==> config.mk <==
export PLATFORM = sky130hd
export DESIGN_NAME = one_into_eight_dist
export DESIGN_NICKNAME = d
export VERILOG_FILES = /design/src/rtl/one_into_eight_dist.sv
export SDC_FILE = /design/constraint.sdc
export NUM_CORES = 1
export LEC_CHECK = 0
export CAP_MARGIN = 20
export CELL_PAD_IN_SITES_DETAIL_PLACEMENT = 0
export CELL_PAD_IN_SITES_GLOBAL_PLACEMENT = 1
export CORE_MARGIN = 2
export CORE_UTILIZATION = 40
export CTS_CLUSTER_DIAMETER = 40
export DETAILED_ROUTE_END_ITERATION = 7
export PLACE_DENSITY_LB_ADDON = 0.1
export REMOVE_ABC_BUFFERS = 1
export SLEW_MARGIN = 20
export SYNTH_ARGS = -nofsm -noshare
export SYNTH_HDL_FRONTEND = slang
export SYNTH_SLANG_ARGS = --single-unit
==> constraint.sdc <==
create_clock -name clk -period 5.19 [get_ports clk]
set_input_delay 1.038 -clock clk [delete_from_list [all_inputs] [get_ports clk]]
set_output_delay 1.038 -clock clk [all_outputs]
set_load 0.005 [all_outputs]
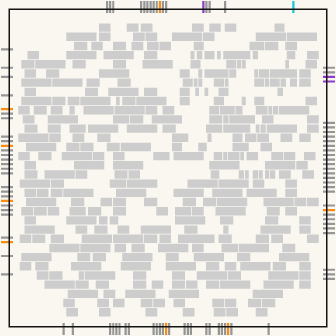
Fig. 1. I/O pins on the die edge.
Pins as bars across the die edge, other pins in grey.
Key: orange = `f` [pins 8, direction output, edge 4 left, 2 bottom, 1 right, 1 top]; purple = `sel` [pins 3, direction input, edge 2 right, 1 top]; cyan = `auto` [pins 1, direction input, edge top]
All pins by edge: 30 right, 27 left, 25 bottom, 17 top.
die outline height: 93.6 um
die boundary width: 93.6 um
Buffers on Ports: 98

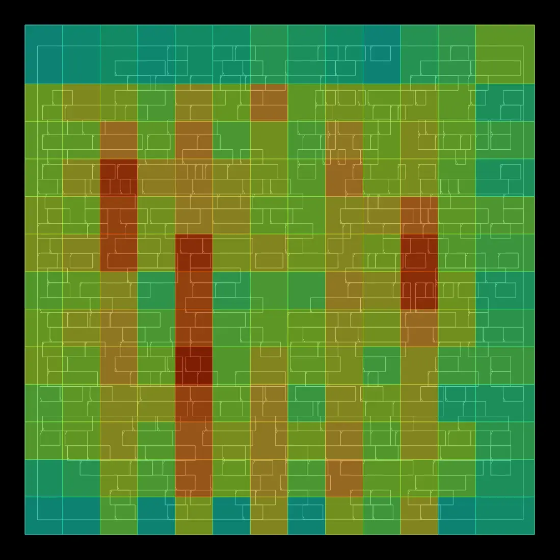
Fig. 2. Congestion heat map.
met2 usage: 27.0%
met3 Track Usage GR: 7.74%
routed length per instance: 17.3 um
met1 Resource Use GR: 24.3%
Final Core Density: 57.4%

==> design notes <==
The run finished with clean final reports. Amount of wire on met2 after detailed routing: 3490 um. Pin placement for this block handled 99 I/O pins.

The number of detailed-route iterations in the first pass is 4. The and-or/or-and share of the synthesized area is 7.17%, and the xor-xnor portion of the synthesized cell area is 0.545%. Setup repair after global routing left no endpoint under its margin. The run gives 17.9% as the total routing resource utilization after global routing. Summed over all failing endpoints, the final setup total negative slack is 0 ps. The warning total across the stage logs was 25. The number of cells on the worst reg-to-reg path is 5. Post-synth the commonest register cell is dfrtp_1.

The worst hold path stage count came out at 1. For the minimum setup slack after placement, the log shows 466 ps. According to the Yosys statistics, the synthesized design has a chip area of 3210 um2.

After its last routability iteration, the placer logged a weighted congestion of 0.754. The tools report the endpoint type of the worst setup path as an output pin. Fill cells in the final layout number 661.

In the routed layout, each cell is associated on average with a via count of 4.97. The total number of placement rows was 32. The synthesized flop and latch total was 75; the worst path required time was 4150 ps. Per the detailed-route log, wirelength across all metal layers totals 7430 um. After synthesis, the design contains 219 cells according to Yosys. Combinational group share of total power: 42.9%. STA classifies the critical path startpoint as an input pin. After synthesis, the mean cell area works out to 14.7 um2. The fraction of final layout cells sized beyond drive strength 1 was 29.1%.

The number of flip-flops in the largest register came out at 64. The die covers 8760 um2. Summing all placed instances gives a cell area of 4270 um2. Total power normalized to cell area comes to 573 nW/um2. The run gives 0 as the post-cts hold-fix buffer tally.

The run gives 51 for the pin count of the biggest net entering global routing. The top cell type in the final layout, fill and taps aside, is clkdlybuf4s50_1. TritonRoute reported its final design rule violation total as 0. The max-capacitance violation count was 0. For flop-to-flop paths, the worst setup slack is 2290 ps.

With the global-route wire length before repair at 11700 um, the sequential area share after synthesis is 58.4%. With the area added between synthesis and finish at 38.9%, the number of buffers created by CTS is 9. TritonCTS built the clock tree. Post-route period utilization is reported as 91.0%.

The arithmetic-cell share of the synthesized area counting full adders, half adders and majority gates is 0.390%. The category of the critical setup timing path was in2out. Max fanout on the critical path was recorded as 9.

The number of antenna diodes in the final layout is 0. Per the OpenROAD power report, switching power amounts to 734 uW. The final tally of hold violations is 0, and the total count of max-transition violations in the final report is 0. Largest buffer count on any clock path: 2.
==> power groups by stage <==
stage               Combinational, uW  Sequential [uW]  Clock (uW)
finish                           1100             1020         444
detailed placement               1110             1030           0
global route                     1190             1050         483
floorplan                         412             1040           0
CTS                              1120             1020         458
global placement                 1100             1020           0
==> cells in the mapped netlist (2+ instances only) <==
cell type	number	area share, %
a21o_1	3	0.70
a21oi_1	2	0.31
a21oi_2	3	0.82
a2bb2oi_1	2	0.55
a32oi_1	2	0.55
buf_4	9	2.1
dfrtp_1	75	58
inv_1	11	1.3
mux2_1	4	1.4
mux2_2	62	22
mux2i_1	5	1.6
mux2i_4	2	1.4
nand2_1	2	0.23
nor2_1	10	1.2
nor2b_1	2	0.39
o21ai_0	6	0.93
o21ai_2	5	1.4
or3b_1	2	0.55
xnor2_1	2	0.55
==> cells by family after synthesis <==
family	after synthesis
adder cells (fa/ha/maj)	1
flip-flops	75
XOR/XNOR	2
multiplexers	75
AND-OR/OR-AND	27
AND/OR/NAND/NOR	19
buffers and inverters	20
==> through the flow <==
stage | total power [uW] | utilization, %
4_1_cts | 2600 | 57.4
5_1_grt | 2720 | 57.4
6_report | 2560 | 57.4
3_3_place_gp | 2120 | 54.9
3_5_place_dp | 2140 | 54.9
2_1_floorplan | 1450 | -
==> final cells by class <==
type / count / area [um2] / area share [%]
timing repair buffer: 100 / 996 / 22.3
clock buffer: 10 / 128 / 2.86
sequential: 75 / 1880 / 42.1
clock inverter: 6 / 65.1 / 1.46
tap: 102 / 128 / 2.86
multi-input combinational: 124 / 1230 / 27.5
inverter: 11 / 42.5 / 0.953
==> layer usage <==
layer,vias to the layer above,track usage [%]
met5,-,0
met4,0,3.62
met3,8,7.74
met2,67,27.0
met1,1066,24.3
li1,985,-
==> worst max-delay path: stages <==
cell and delay [ps]:
clkdlybuf4s50_1 490, buf_4 220, a21oi_2 320, mux4_2 570
mux2i_2 410, o21ai_0 170, clkdlybuf4s50_1 470
No activity file was given, so power comes from the tool's default toggle rates.
